`src/rtl/im_prefetch_pkg.sv`:
```
// Shared constants, FSM encoding and sizing helper for the instruction prefetch front end.
package im_prefetch_pkg;

  localparam int          IM_ADDR_W = 10;
  localparam int          INST_W    = 32;
  localparam int unsigned RESET_PC  = 32'd0;

  typedef enum logic [1:0] {
    ST_BOOT  = 2'd0,
    ST_RUN   = 2'd1,
    ST_FLUSH = 2'd2
  } state_t;

  // Occupancy counter width: must represent 0..depth inclusive.
  function automatic int cnt_width(input int depth);
    return $clog2(depth) + 1;
  endfunction

endpackage

```
`src/rtl/im_prefetch_fifo.sv`:
```
// Synchronous {pc, word} FIFO with wrap-bit pointers, plus its overflow checker.
module inst_fifo_chk (
  input logic clk_i,
  input logic rst_i,
  input logic clear_i,
  input logic push_i,
  input logic full_i
);

  a_no_overflow: assert property (@(posedge clk_i) disable iff (rst_i || clear_i) !(push_i && full_i));

endmodule

module inst_fifo
  import im_prefetch_pkg::*;
#(
  parameter int DEPTH = 4,
  parameter int WIDTH = 42
) (
  input  logic                        clk_i,
  input  logic                        rst_i,
  input  logic                        clear_i,
  input  logic                        push_i,
  input  logic [WIDTH-1:0]            wdata_i,
  input  logic                        pop_i,
  output logic [WIDTH-1:0]            rdata_o,
  output logic                        full_o,
  output logic                        empty_o,
  output logic [cnt_width(DEPTH)-1:0] count_o
);

  localparam int AW = $clog2(DEPTH);

  logic [WIDTH-1:0] mem_q [DEPTH];
  logic [AW:0]      wr_ptr_q;
  logic [AW:0]      rd_ptr_q;
  logic             do_push_s;
  logic             do_pop_s;

  // Status flags, guarded push/pop and zero-when-empty head read.
  always_comb begin
    empty_o   = (wr_ptr_q == rd_ptr_q);
    full_o    = (wr_ptr_q[AW] != rd_ptr_q[AW]) && (wr_ptr_q[AW-1:0] == rd_ptr_q[AW-1:0]);
    count_o   = wr_ptr_q - rd_ptr_q;
    do_push_s = push_i && !full_o;
    do_pop_s  = pop_i && !empty_o;
    if (empty_o) begin
      rdata_o = '0;
    end else begin
      rdata_o = mem_q[rd_ptr_q[AW-1:0]];
    end
  end

  // Storage write; no reset needed since empty reads are forced to zero.
  always_ff @(posedge clk_i) begin
    if (do_push_s && !clear_i) begin
      mem_q[wr_ptr_q[AW-1:0]] <= wdata_i;
    end
  end

  // Pointer update; clear outranks push and pop.
  always_ff @(posedge clk_i) begin
    if (rst_i || clear_i) begin
      wr_ptr_q <= '0;
      rd_ptr_q <= '0;
    end else begin
      if (do_push_s) wr_ptr_q <= wr_ptr_q + (AW+1)'(1);
      if (do_pop_s)  rd_ptr_q <= rd_ptr_q + (AW+1)'(1);
    end
  end

  inst_fifo_chk u_chk (
    .clk_i   (clk_i),
    .rst_i   (rst_i),
    .clear_i (clear_i),
    .push_i  (push_i),
    .full_i  (full_o)
  );

endmodule

```
`src/rtl/im_prefetch.sv`:
```
// Instruction fetch front end: sequential IM reads buffered in a FIFO, flushed on redirect.
module im_prefetch #(
  parameter int          DEPTH    = 4,
  parameter int          ADDR_W   = im_prefetch_pkg::IM_ADDR_W,
  parameter int          DATA_W   = im_prefetch_pkg::INST_W,
  parameter int unsigned RESET_PC = im_prefetch_pkg::RESET_PC
) (
  input  logic              clk,
  input  logic              rst,
  input  logic              redirect_valid,
  input  logic [ADDR_W-1:0] redirect_pc,
  output logic              inst_valid,
  input  logic              inst_ready,
  output logic [DATA_W-1:0] instruction,
  output logic [ADDR_W-1:0] inst_pc,
  output logic              IM_enable,
  output logic              IM_read,
  output logic              IM_write,
  output logic [ADDR_W-1:0] IM_address,
  input  logic [DATA_W-1:0] IM_out
);

  import im_prefetch_pkg::*;

  localparam int CNT_W = cnt_width(DEPTH);

  state_t             state_q;
  logic [ADDR_W-1:0]  fetch_pc_q;
  logic [ADDR_W-1:0]  tag_q;
  logic               inflight_q;
  logic [CNT_W-1:0]   count_s;
  logic               full_s;
  logic               empty_s;
  logic               issue_s;
  logic               push_s;
  logic               pop_s;

  // Occupancy counts in-flight words but not this cycle's pop; redirect suppresses the request.
  always_comb begin
    if ((state_q == ST_RUN) && !redirect_valid && !full_s &&
        ((int'(count_s) + int'(inflight_q)) < DEPTH)) begin
      issue_s = 1'b1;
    end else begin
      issue_s = 1'b0;
    end
    push_s = inflight_q && !redirect_valid;
    pop_s  = !empty_s && inst_ready;
  end

  // Control FSM with fetch pointer and in-flight tracking.
  always_ff @(posedge clk) begin
    if (rst) begin
      state_q    <= ST_BOOT;
      fetch_pc_q <= ADDR_W'(RESET_PC);
      tag_q      <= '0;
      inflight_q <= 1'b0;
    end else if (redirect_valid) begin
      state_q    <= ST_FLUSH;
      fetch_pc_q <= redirect_pc;
      inflight_q <= 1'b0;
    end else begin
      case (state_q)
        ST_BOOT:  state_q <= ST_RUN;
        ST_RUN:   state_q <= ST_RUN;
        ST_FLUSH: state_q <= ST_RUN;
        default:  state_q <= ST_BOOT;
      endcase
      inflight_q <= issue_s;
      if (issue_s) begin
        tag_q      <= fetch_pc_q;
        fetch_pc_q <= fetch_pc_q + ADDR_W'(1);
      end
    end
  end

  inst_fifo #(
    .DEPTH (DEPTH),
    .WIDTH (ADDR_W + DATA_W)
  ) u_fifo (
    .clk_i   (clk),
    .rst_i   (rst),
    .clear_i (redirect_valid),
    .push_i  (push_s),
    .wdata_i ({tag_q, IM_out}),
    .pop_i   (pop_s),
    .rdata_o ({inst_pc, instruction}),
    .full_o  (full_s),
    .empty_o (empty_s),
    .count_o (count_s)
  );

  assign inst_valid = !empty_s;
  assign IM_enable  = issue_s;
  assign IM_read    = issue_s;
  assign IM_write   = 1'b0;
  assign IM_address = fetch_pc_q;

endmodule

```
`config.mk`:
```
export PLATFORM = sky130hd
export DESIGN_NAME = im_prefetch
export DESIGN_NICKNAME = d
export VERILOG_FILES = /design/src/rtl/im_prefetch_pkg.sv /design/src/rtl/im_prefetch_fifo.sv /design/src/rtl/im_prefetch.sv
export SDC_FILE = /design/constraint.sdc
export NUM_CORES = 1
export LEC_CHECK = 0
export ABC_AREA = 1
export CAP_MARGIN = 20
export CORE_ASPECT_RATIO = 1.25
export CORE_UTILIZATION = 50
export CTS_BUF_LIST = sky130_fd_sc_hd__clkbuf_16
export DETAILED_ROUTE_END_ITERATION = 8
export MAX_ROUTING_LAYER = met4
export PLACE_DENSITY = 0.79
export SLEW_MARGIN = 30
export SYNTH_ARGS = -nofsm -noshare
export SYNTH_HDL_FRONTEND = slang
export SYNTH_HIERARCHICAL = 1
export SYNTH_SLANG_ARGS = --single-unit
export TNS_END_PERCENT = 1
```
`constraint.sdc`:
```
create_clock -name clk -period 7 [get_ports clk]
set_input_delay 1.05 -clock clk [delete_from_list [all_inputs] [get_ports clk]]
set_output_delay 1.05 -clock clk [all_outputs]
set_load 0.01 [all_outputs]
```
**Run 1: routing congestion map**

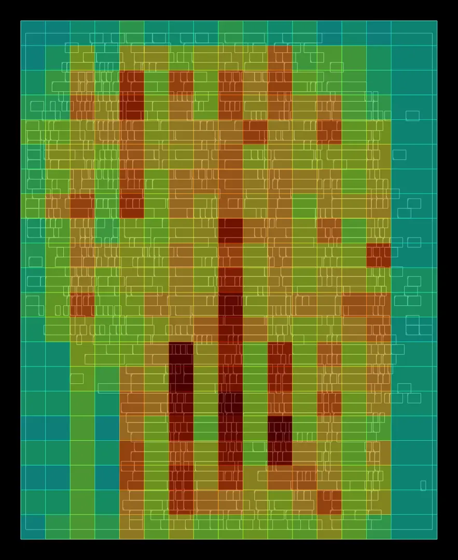
grt peak-use layer: met2
Util after Layout: 0.627
met3 usage: 0.0380

**Run 1: cells coloured by class**

Scale: 3 px per µm. Fill, decap, tap and diode cells in grey.
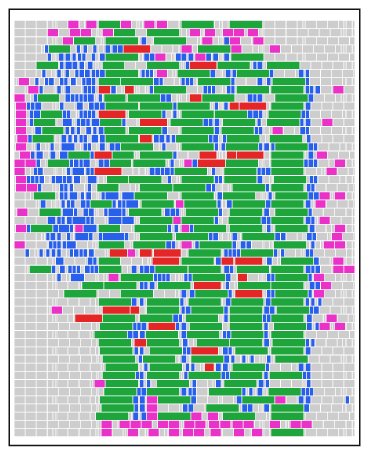
class	colour	cells	share of their area
registers	green	199	59%
remaining logic cells	blue	505	24%
remaining buffers and delay cells	magenta	106	11%
clock drivers and dummy loads	red	32	6.2%

**Run 1: power grid**

Scale: 2 px per µm. Pins as bars on the die edge.
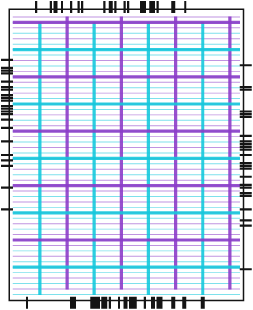
net	colour
VDD	purple
VSS	cyan
met1 rails	52
rows	51
signal pins	102

run 1: power breakdown:
| part | internal [mW] | switching (mW) | total [mW] |
|---|---|---|---|
| combinational | 0.0385 | 0.0346 | 0.0731 |
| sequential | 1.29 | 0.00883 | 1.30 |
| clock | 0.484 | 0.465 | 0.949 |
run 1: final timing paths:
check | startpoint | to | depth (start not counted)
worst min register to register | tag_q[7]$_SDFFE_PP0P_ | u_fifo/mem_q[2][39]$_DFFE_PP_ | 0
worst max-delay path | redirect_valid | IM_read | 5
worst max register to register | u_fifo/wr_ptr_q[0]$_SDFFE_PP0P_ | u_fifo/mem_q[1][4]$_DFFE_PP_ | 8
worst min-delay path | tag_q[7]$_SDFFE_PP0P_ | u_fifo/mem_q[2][39]$_DFFE_PP_ | 0
run 1: cell type report:
type / count / area [µm²] / area share
Antenna cell: 1 / 2.50 / 0.000253
Multi-Input combinational cell: 460 / 2140 / 0.216
Sequential cell: 199 / 5670 / 0.574
Inverter: 45 / 169 / 0.0171
Timing Repair Buffer: 106 / 1050 / 0.106
Clock inverter: 15 / 169 / 0.0171
Tap cell: 212 / 265 / 0.0268
Clock buffer: 17 / 425 / 0.0430
run 1: placed cells by master, fill, tap and decap left out, drive strengths merged:
| cell type | count |
|---|---|
| dfxtp | 31 |
| o211ai | 2 |
| a21oi | 58 |
| a211oi | 1 |
| nand4 | 3 |
| nand3 | 24 |
| clkinv | 5 |
| inv | 55 |
| clkdlybuf4s50 | 100 |
| nand2 | 63 |
| buf | 6 |
| nor2 | 195 |
| nand3b | 1 |
| xor2 | 2 |
| a31oi | 4 |
| conb | 1 |
| diode | 1 |
| nor3 | 2 |
| edfxtp | 168 |
| ha | 8 |
| o21ai | 94 |
| fa | 1 |
| a22oi | 1 |
| clkbuf | 17 |
==> GITHUB_STEP_SUMMARY, run 1 <==
## Synthesis and layout report

| Metric | Value |
|---|---|
| Status | complete, no violations |
| CP top delay family | buffers and inverters |
| Standard-cell row count | 51 |
| Met2 Use GR | 0.351 |
| WL/cell | 15.2 µm |
| Yosys adder share | 0.0147 |
| Post-route insts no fill | 1055 |
| Yosys simple share | 0.140 |
| Detail Route Antenna Nets | 0 |
| Area delta synth->final | 21.0% |
| Dominant kind of combinational cell | simple AND/OR/NAND/NOR gates |
| Max transition margin | 0.377 |
| DR iter-0 viols | 299 |
| Critical path required time | 5.95 ns |
| Slew Viols, Final | 0 |
| Met1 Usage GRT | 0.235 |
| Tot Pwr | 2.32 mW |
| Netlist cell types | 32 |
| Largest net degree at the start of global routing | 86 |
| Worst VDD drop | 0.131 mV |
| Final Hold Fails | 0 |
| Power per Cell Area | 235 nW/µm² |
| Crit path DAT | 3.32 ns |
| Mapped Cells | 743 |
| Global-route wire length before repair | 25.2 mm |
| Syn Nets | 798 |
| CTS hold repair buffers | 0 |
| Worst setup SP type | input port |
| Slowest CP cell | clkdlybuf4s50_1 |
| Final GP Congestion | 0.779 |
| Top cells by count, synth | 192 x nor2_1, 168 x edfxtp_1, 61 x nand2_1 |
| Wire length on met1 | 6.43 mm |
| Core Footprint | 15800 µm² |
| Setup crit end kind | primary output |
| Syn. warnings | 6 |
| Fillcell total | 1184 |
| Post-synth seq share | 0.693 |
| Worst setup margin | 2.63 ns |
| Met3 wire len | 848 µm |
| Post-Route Setup TNS | 0 ns |
| Total GRT Usage | 0.205 |
| Clock Tree Buf Depth | 2 |
| Setup Fix Bufs, Post-CTS | 0 |
**Run 1: clock wires, drivers and flops**

Scale: 4 px per µm.
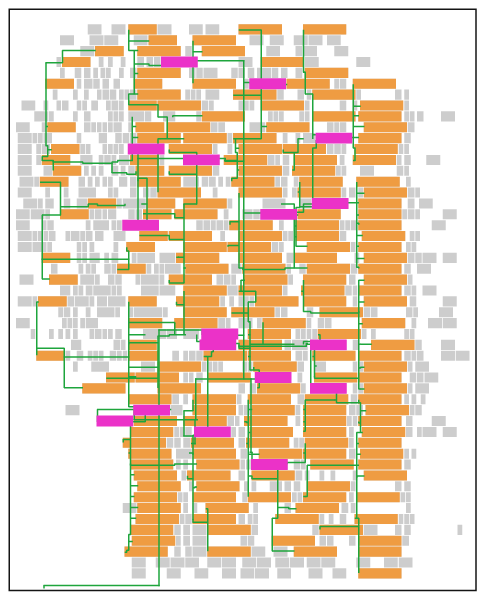

==> inputs of run 2 (changes only) <==
==> constraint.sdc (replaced) <==
create_clock -name clk -period 4.4 [get_ports clk]
set_input_delay 0.66 -clock clk [delete_from_list [all_inputs] [get_ports clk]]
set_output_delay 0.66 -clock clk [all_outputs]
set_load 0.01 [all_outputs]
**Run 2: clock wires, drivers and flops**

Scale: 4 px per µm.
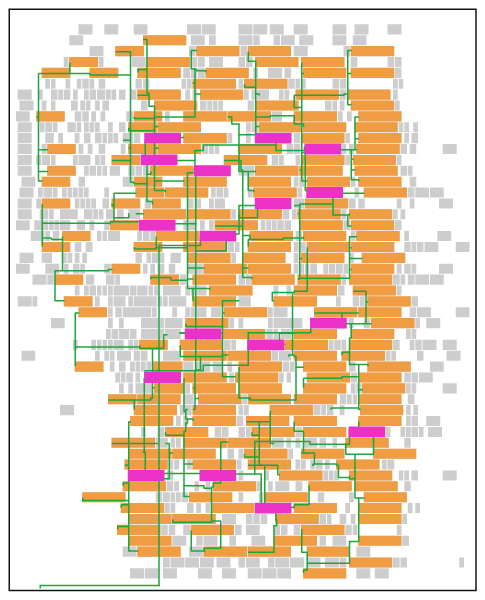
[clock-net drivers] magenta | count: 17
[flip-flops] orange | count: 199
[clock wires] green | length: 1900 µm
routed clock nets	18

**Run 2: register map, names as in the netlist**

Scale: 3 px per µm.
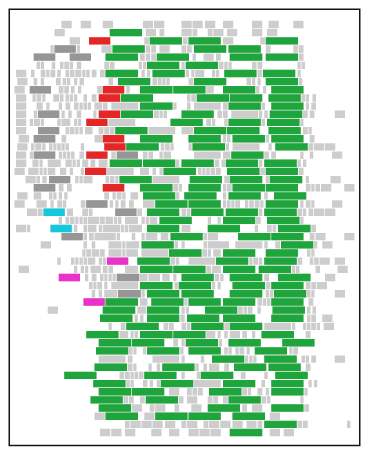
name in the netlist	colour	sequential cells
state_q	cyan	2
u_fifo/rd_ptr_q	magenta	3
u_fifo/mem_q	green	168
tag_q	red	10
not coloured	16

==> run 2 against run 1 <==
  * Critical path type is now register to primary output
  * Area after synthesis is the same
  * Critical endpoint is now inst_pc[9]
  * Routed wire length grew 4.8%
  * Setup slack lost 1.8 ns
==> GITHUB_STEP_SUMMARY, run 2 <==
## Synthesis and layout report

| Metric | Value |
|---|---|
| Global-route wire length before repair | 26.3 mm (+4.1%) |
| Mapped Cells | 743 (unchanged) |
| Post-route insts no fill | 1060 (+0.47%) |
| Yosys simple share | 0.140 (unchanged) |
| Syn. warnings | 6 (unchanged) |
| Worst VDD drop | 0.232 mV (+78%) |
| Setup Fix Bufs, Post-CTS | 0 (unchanged) |
| Power per Cell Area | 365 nW/µm² (+55%) |
| Standard-cell row count | 51 (unchanged) |
| DR iter-0 viols | 431 (+44%) |
| Met1 Usage GRT | 0.239 (+0.00370) |
| Met3 wire len | 900 µm (+6.1%) |
| Worst setup SP type | register |
| Commonest Layout Cell | nor2_1 |
| Post-synth seq share | 0.693 (unchanged) |
| Ant diodes | 0 (-1) |
| Clock Tree Buf Depth | 2 (unchanged) |
| Yosys adder share | 0.0147 (unchanged) |
| WL/cell | 15.9 µm (+4.3%) |
| Status | complete, no violations |
| Total GRT Usage | 0.213 (+0.00842) |
| Netlist cell types | 32 (unchanged) |
| Syn Nets | 798 (unchanged) |
| Setup crit end kind | primary output |
| Core Footprint | 15800 µm² (unchanged) |
| Grt peak-use layer | met2 |
| Final GP Congestion | 0.830 (+6.5%) |
| Top cells by count, synth | 192 x nor2_1, 168 x edfxtp_1, 61 x nand2_1 |
| Post-Route Setup TNS | 0 ns (unchanged) |
| Detail Route Antenna Nets | 0 (unchanged) |
| Most frequent cells in the layout | 189 x nor2_1, 168 x edfxtp_1, 100 x clkdlybuf4s50_1, 61 x nand2_1, 57 x a21oi_1 |
| Met3 usage | 0.0439 (+0.00585) |
## run 2: final timing paths
| check | startpoint | end | slack [ns] | cells past startpoint |
|---|---|---|---|---|
| hold / removal | state_q[1]$_SDFF_PP0_ | state_q[0]$_SDFF_PP0_ | 0.50 | 3 |
| setup reg to reg | u_fifo/wr_ptr_q[0]$_SDFFE_PP0P_ | u_fifo/mem_q[0][10]$_DFFE_PP_ | 1.67 | 8 |
| setup / recovery | u_fifo/wr_ptr_q[0]$_SDFFE_PP0P_ | inst_pc[9] | 0.80 | 8 |
| hold reg to reg | state_q[1]$_SDFF_PP0_ | state_q[0]$_SDFF_PP0_ | 0.50 | 3 |
## run 2: where the power goes
part | switching (mW) | internal (mW) | total (mW)
sequential | 0.0143 | 2.05 | 2.06
combinational | 0.0557 | 0.0623 | 0.118
clock | 0.690 | 0.736 | 1.43
## run 2: worst max-delay path: stages, from the launching register on
cell and delay [ns]:
dfxtp_1 0.39, inv_1 0.10, ha_1 0.30, nand2_1 0.08, inv_1 0.09, nand3_2 0.13
inv_2 0.67, a21oi_1 0.16, clkdlybuf4s50_1 0.54
## run 2: area by class of cell
class	instances	area, µm²
inverter	45	169
tap	212	265
fill	1174	5870
multi-input combinational	460	2140
sequential	199	5670
timing repair buffer	112	1100
clock buffer	17	425
clock inverter	15	120
## run 2: stage by stage
stage | utilization | worst slack, ns | hold WS, ns | power, mW
final | 0.628 | 0.800 | 0.498 | 3.61
after global routing | 0.628 | 0.568 | 0.519 | 3.71
after CTS | 0.628 | 0.781 | 0.504 | 3.62
after detailed placement | 0.593 | 1.21 | 0.488 | 2.22
after global placement | 0.593 | 1.25 | 0.478 | 2.22
after floorplan | - | 0.916 | 0.455 | 2.15
Power and IR drop assume default switching activity.
